==> run_1/port_nets.png <==
Bar = 50 um.
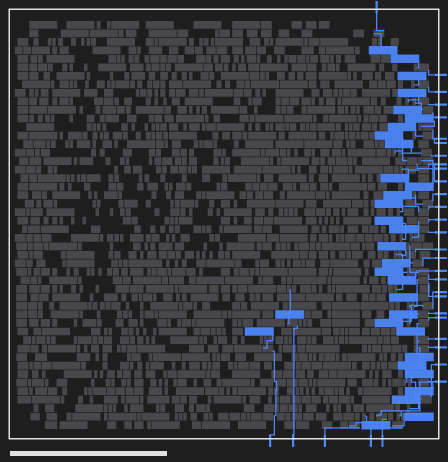
==> run_1/final_congestion.png <==
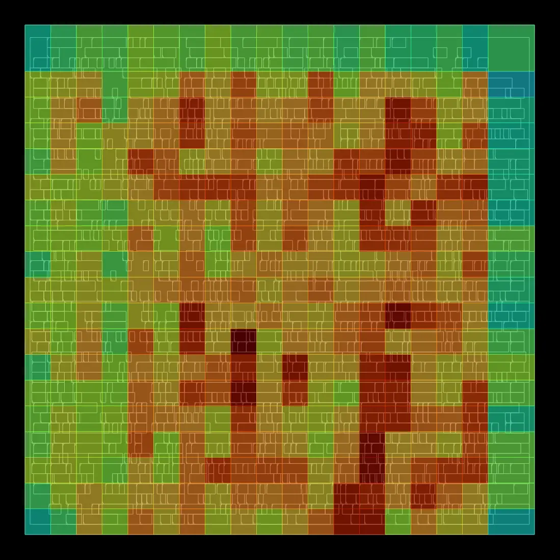
==> run_1/registers.png <==
Other sequential cells in the stronger grey, the rest of the logic in the fainter grey.
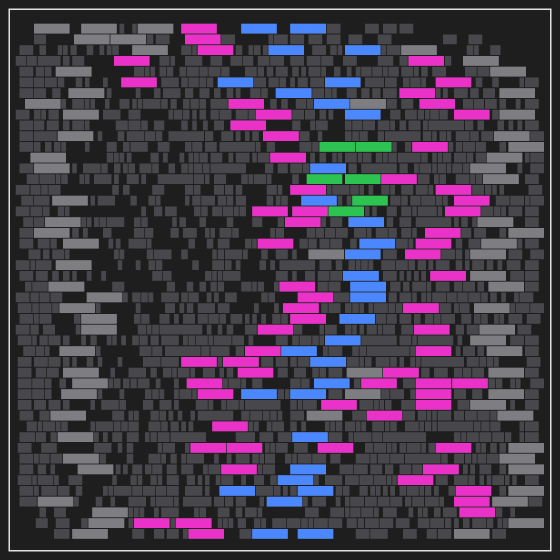
==> config.mk <==
export PLATFORM = sky130hd
export DESIGN_NAME = div_iter
export DESIGN_NICKNAME = d
export VERILOG_FILES = /design/src/rtl/multdiv_pkg.sv /design/src/rtl/adder_32.sv /design/src/rtl/div_step.sv /design/src/rtl/div_iter.sv
export SDC_FILE = /design/constraint.sdc
export NUM_CORES = 1
export LEC_CHECK = 0
export CAP_MARGIN = 10
export CORE_UTILIZATION = 62
export DETAILED_ROUTE_END_ITERATION = 12
export PLACE_DENSITY = 0.87
export REMOVE_ABC_BUFFERS = 1
export SYNTH_ARGS = -nofsm -noshare
export SYNTH_HDL_FRONTEND = slang
export SYNTH_SLANG_ARGS = --single-unit
==> constraint.sdc <==
create_clock -name clk -period 8.64 [get_ports clk]
set_clock_uncertainty 0.2 [all_clocks]
set_input_delay 0.864 -clock clk [delete_from_list [all_inputs] [get_ports clk]]
set_output_delay 0.864 -clock clk [all_outputs]
set_load 0.02 [all_outputs]
==> out/qor.yml, run 1 <==
synth_warnings: 0
cp_cell_sequence: "clkdlybuf4s50_1, nor4_2, nand4b_1, or3_1, or3_1, or4_1, or4_1, o31ai_1, xor2_1, a21oi_1"
syn_inst: 1341
fp.dieW_um: 136.6
drt_pass1_iterations: 5
coreArea_mm2: 0.01748
grt-ovfl-total: 0
ff_type: "dfrtp_1"
grt_max_degree: 110
period_minus_slack_ns: 4.317
netlist_area_mm2: 0.01124
top_logic_kind: "AND-OR/OR-AND gates"
cp.buffers_inverters: 1
max_cap_viol_count: 0
routabilityCongestion: 0.9082
synthTopCellsByArea: "dfrtp_1 39%, xor2_1 7.7%, nand2_1 7.4%"
tns_ns: 0
ant_nets: 0
clk_latency_ns: 0.43
cts_tree: "built"
p_leak_nw: 5.912
avgViaCountPerCell: 6.017
yosysUniqueCellTypes: 59
synthMuxAreaShare_pct: 2.427
ir_worst_vdd_mv: 0.1679
antennaDiodeCount: 0
cts-root-buf: "clkbuf_16"
common_cells: "222 x nand2_1, 174 x dfrtp_1, 151 x o21ai_0, 99 x xor2_1, 97 x nor2_1"
status: "completed"
clkTransAtPathRegs_ns: 0.07
critPathCaptureType: "flop"
nNetsFinal: 1536
path_max_fanout: 4
synthAoiAreaFrac_pct: 20.37
first_global_vias: 9566
area_growth_pct: 18.38
antenna_found_initial: 0
final-hold-violation-count: 0
largest_reg_flops: 65
tool_warnings: 27
critPathKind: "in -> reg"
## Picture notes: port_nets.png
colour	port	bits	direction	end cells	buffers	wire
blue	quotient	32	output	32	32	558 um
Buffers on Ports: 133
I/O pin total: 134

## Picture notes: final_congestion.png
most used routing layer: met2
met1 global-route usage: 41.25%
met3 Use GR: 3.815%
WL/cell: 16.57 um

## Picture notes: registers.png
colour	netlist name	sequential cells
magenta	pr_q	65
green	cnt_q	6
blue	remainder	32
final core area utilization: 76.12%
seq pwr: 0.00110 W
flop share of the area: 32.73%
Reg area: 0.004354 mm^2

run 1: metrics by stage:
| stage | power, W | setup WS (ns) | cell area, um^2 | hold slack (ns) | cells |
|---|---|---|---|---|---|
| floorplan | 0.001991 | 3.824 | 10970 | 0.2848 | 1269 |
| global placement | 0.002331 | 4.118 | 12670 | 0.2600 | 1637 |
| detailed placement | 0.002369 | 3.988 | 12670 | 0.2687 | 1637 |
| CTS | 0.003200 | 4.367 | 13300 | 0.2829 | 1669 |
| global route | 0.003412 | 4.240 | 13300 | 0.2984 | 1669 |
| finish | 0.003207 | 4.323 | 13300 | 0.2766 | 1669 |
run 1: tightest hold or removal path: stages, from the launching register on:
cell,delay [ns]
dfrtp_1,0.34
nand2_1,0.05
o21ai_0,0.06
run 1: placed cells by master (no fill, tap or decap), types with 15 or more instances in the layout:
cell	n
xnor2_1	48
a311oi_1	16
o21ai_0	151
nor3_1	15
xor2_1	99
clkdlybuf4s50_1	131
a21oi_1	91
inv_1	50
nand2_1	222
or4_1	17
dfrtp_1	174
nand3_1	16
ha_1	37
o31ai_1	43
mux2i_1	25
nor2_1	96
clkbuf_16	17
or3_1	25
run 1: kinds of logic after synthesis:
group,Yosys count
AOI/OAI and AO/OA,378
xor gates and xnor gates,147
adders and majority gates,38
buffers and inverters,122
DFF,174
muxes,27
and+or+nand+nor,455
run 1: layer usage:
layer	wire (um)	GRT usage, %	up-vias	share of wire, %
met5	0	0	-	0
met2	13350	52.14	297	48
met3	1392	3.815	53	5.0
li1	-	-	4909	-
met4	725	11.54	0	2.6
met1	12190	41.25	4784	44
run 1: cell type report:
class / instances / area [um^2]
Clock inverter: 9 / 156.4
Clock buffer: 23 / 478.0
Multi-Input combinational cell: 1045 / 6441
Tap cell: 225 / 281.5
Sequential cell: 174 / 4354
Timing Repair Buffer: 143 / 1405
Fill cell: 1285 / 4173
Inverter: 50 / 187.7
run 1: power by group:
part / internal [W] / total, W / leakage [nW] / switching, W
logic: 0.000523 / 0.00128 / 3.36 / 0.000755
registers: 0.000918 / 0.00110 / 2.24 / 0.000182
clock network: 0.000509 / 0.000830 / 0.312 / 0.000321
==> run_1/clock_map.png <==
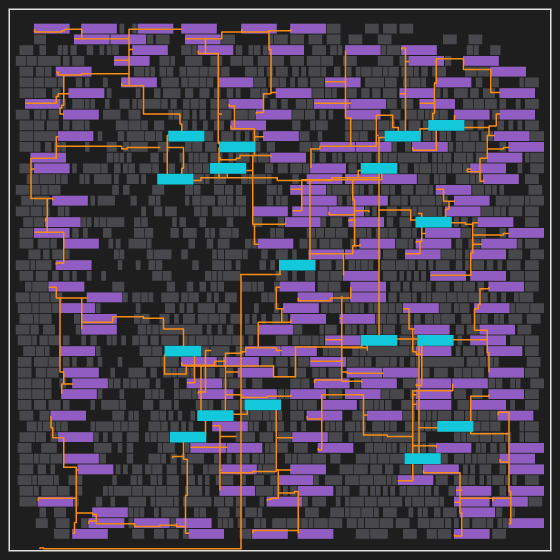

--- run 2 (diff from run 1) ---
Settings changed: CORE_UTILIZATION 62 to 57, PLACE_DENSITY 0.87 to 0.81.
Clock period 8.64 ns to 4.25 ns, I/O delays scaled along.
==> run_2/clock_map.png <==
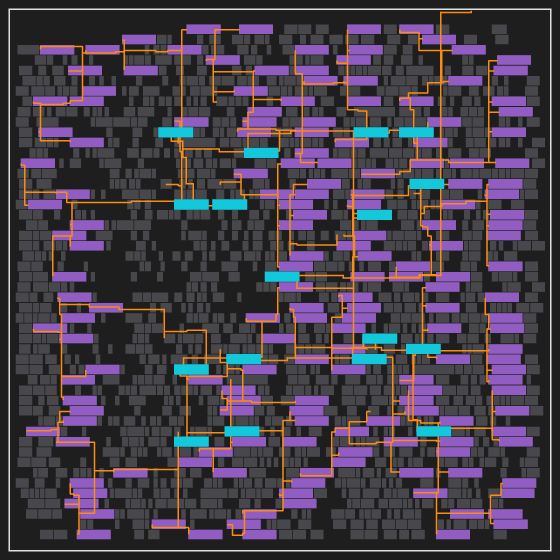
[cyan] cells driving clock nets | count: 17
[orange] clock wires | length: 2080 um
[purple] flip-flops | count: 174
flops lie	spread over the die
Clock group: 0.00169 W
clk latency late pin: 0.43 ns

==> run_2/final_congestion.png <==
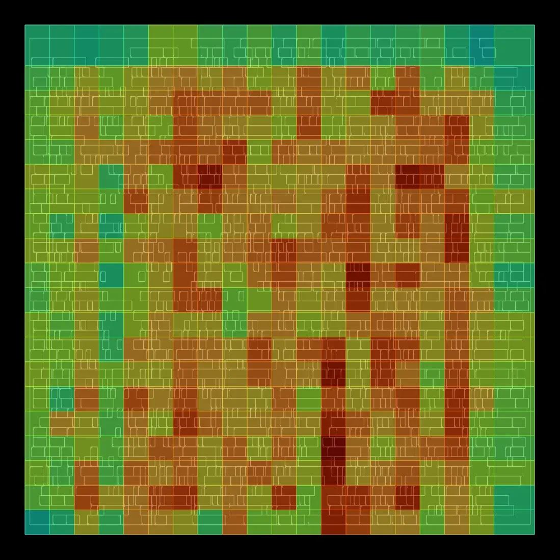
WL/cell: 16.03 um
met2 Track Usage GR: 49.07%
met3 Use GR: 4.206%
GRT Total Usage: 28.57%

==> run 2 against run 1 <==
Sequential power up 100%. Largest cell class unchanged. Critical endpoint is now pr_q[64]$_DFFE_PN0P_. Combinational power up 110%. Routed wire length down 0.61%. Count of clock-buffer cells in the layout down 5.
==> out/qor.yml, run 2 <==
n_fill_cell: 1597  # +24%
area_growth_pct: 19.62
ff_type: "dfrtp_1"
grt_max_degree: 91  # -17%
coreArea_mm2: 0.01902  # +8.8%
cts_tree: "built"
ir_worst_vdd_mv: 0.3277  # +95%
top_usage_layer: "met2"
yosysUniqueCellTypes: 59  # unchanged
first_global_vias: 9544  # -0.23%
ant_nets: 0  # unchanged
antenna_found_initial: 0  # unchanged
common_cells: "222 x nand2_1, 174 x dfrtp_1, 151 x o21ai_0, 99 x xor2_1, 97 x nor2_1"
critPathCaptureType: "flop"
lay_top_count: "nand2_1"
period_minus_slack_ns: 3.780
status: "completed"
clkTransAtPathRegs_ns: 0.07  # about the same
layout_top_cells: "222 x nand2_1, 174 x dfrtp_1, 151 x o21ai_0"
path_max_fanout: 3  # -1
place_area_mm2: 0.01280  # +1.0%
largest_reg_flops: 65  # unchanged
max_cap_viol_count: 0  # unchanged
critPathKind: "reg -> reg"
io_buffers: 133  # unchanged
setup_ws_ns: 0.4698  # -3.853 ns
avgViaCountPerCell: 5.798  # -3.6%
p_leak_nw: 5.969  # +0.96%
routabilityCongestion: 0.9169  # +0.96%
tool_warnings: 25  # -7.4%
drt_pass1_iterations: 5  # unchanged
cts-root-buf: "clkbuf_16"
power.total_w: 0.006576  # +110%
netlist_area_mm2: 0.01124  # unchanged
final-hold-violation-count: 0  # unchanged
grt-ovfl-total: 0  # unchanged
syn_inst: 1341  # unchanged
nNetsFinal: 1547  # +0.72%
tns_ns: 0  # unchanged
fp.dieW_um: 142.4  # +4.2%
use_met1_pct: 37.61  # -3.6 points
==> run_2/registers.png <==
Other sequential cells in the stronger grey, the rest of the logic in the fainter grey.
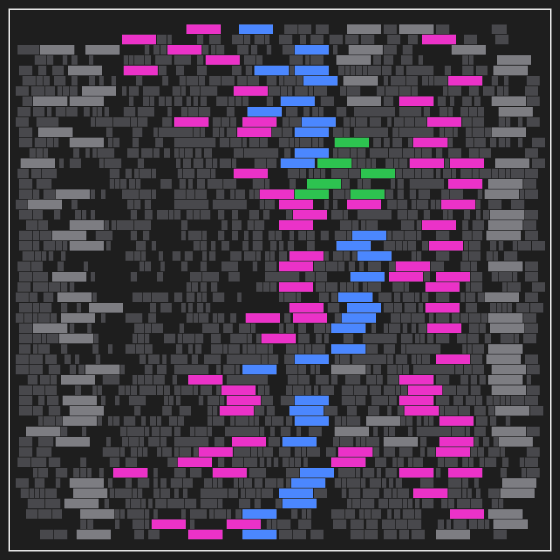
colour	netlist name	sequential cells
magenta	pr_q	65
green	cnt_q	6
blue	remainder	32
not coloured	71
flop share of the area: 32.39%
seq pwr: 0.00222 W

## run 2: cell count changes in the layout (fill, tap and decap cells not counted), sizes merged
| cell | previous run | this run |
|---|---|---|
| dlygate4sd3 | 0 | 1 |
| buf | 12 | 22 |
| clkbuf | 23 | 18 |
| inv | 51 | 56 |
## run 2: power by group
group / internal (W) / switching [W] / total [W]
combinational: 0.00111 / 0.00155 / 0.00266
sequential: 0.00187 / 0.000354 / 0.00222
clock: 0.000999 / 0.000693 / 0.00169
## run 2: logic make-up after synthesis
group           count (synthesis)  share of synthesized area, %
mux                            27                         2.427
compound gates                378                         20.37
buf+inv                       122                         4.075
xor+xnor                      147                         11.46
flops                         174                         38.74
fa+ha+maj                      38                         4.297
simple gates                  455                         18.63
## run 2: metal layers
metal  up-vias  share of wire (%)
met3        30                3.8
met4         0                1.7
li1       4929                  -
met5         -                  0
met2       215                 49
met1      4770                 45
## run 2: worst max-delay path, stage by stage (launching register included)
cell	delay [ns]
dfrtp_1	0.37
inv_1	0.15
ha_1	0.21
inv_1	0.06
fa_1	0.43
a211oi_1	0.41
o211ai_1	0.25
nand4_1	0.18
nand3_1	0.14
a32oi_1	0.42
nor2_1	0.11
or4_1	0.48
a311oi_1	0.28
## run 2: area by class of cell
cell class / count / area, um^2 / area share, %
Multi-Input combinational cell: 1045 / 6441 / 47.92
Clock buffer: 18 / 429.2 / 3.192
Timing Repair Buffer: 154 / 1503 / 11.18
Sequential cell: 174 / 4354 / 32.39
Clock inverter: 14 / 202.7 / 1.508
Tap cell: 260 / 325.3 / 2.420
Inverter: 50 / 187.7 / 1.396
## run 2: stage by stage
step,std cells,hold WS (ns),util [%]
3_5_place_dp,1682,0.2689,67.31
5_1_grt,1715,0.2958,70.68
2_1_floorplan,1269,-0.07059,-
4_1_cts,1715,0.2830,70.68
6_report,1715,0.2788,70.68
3_3_place_gp,1682,0.2606,67.31
## run 2: what timing repair did
| action | 4_1_cts | 5_1_grt |
|---|---|---|
| endpoints found under the setup margin | 0 | 0 |
| hold endpoints to repair | 77 | 0 |
| gates resized | 0 | 0 |
| hold buffers | 1 | 0 |
Power figures rest on the tool's default switching activity, not on a simulated workload.
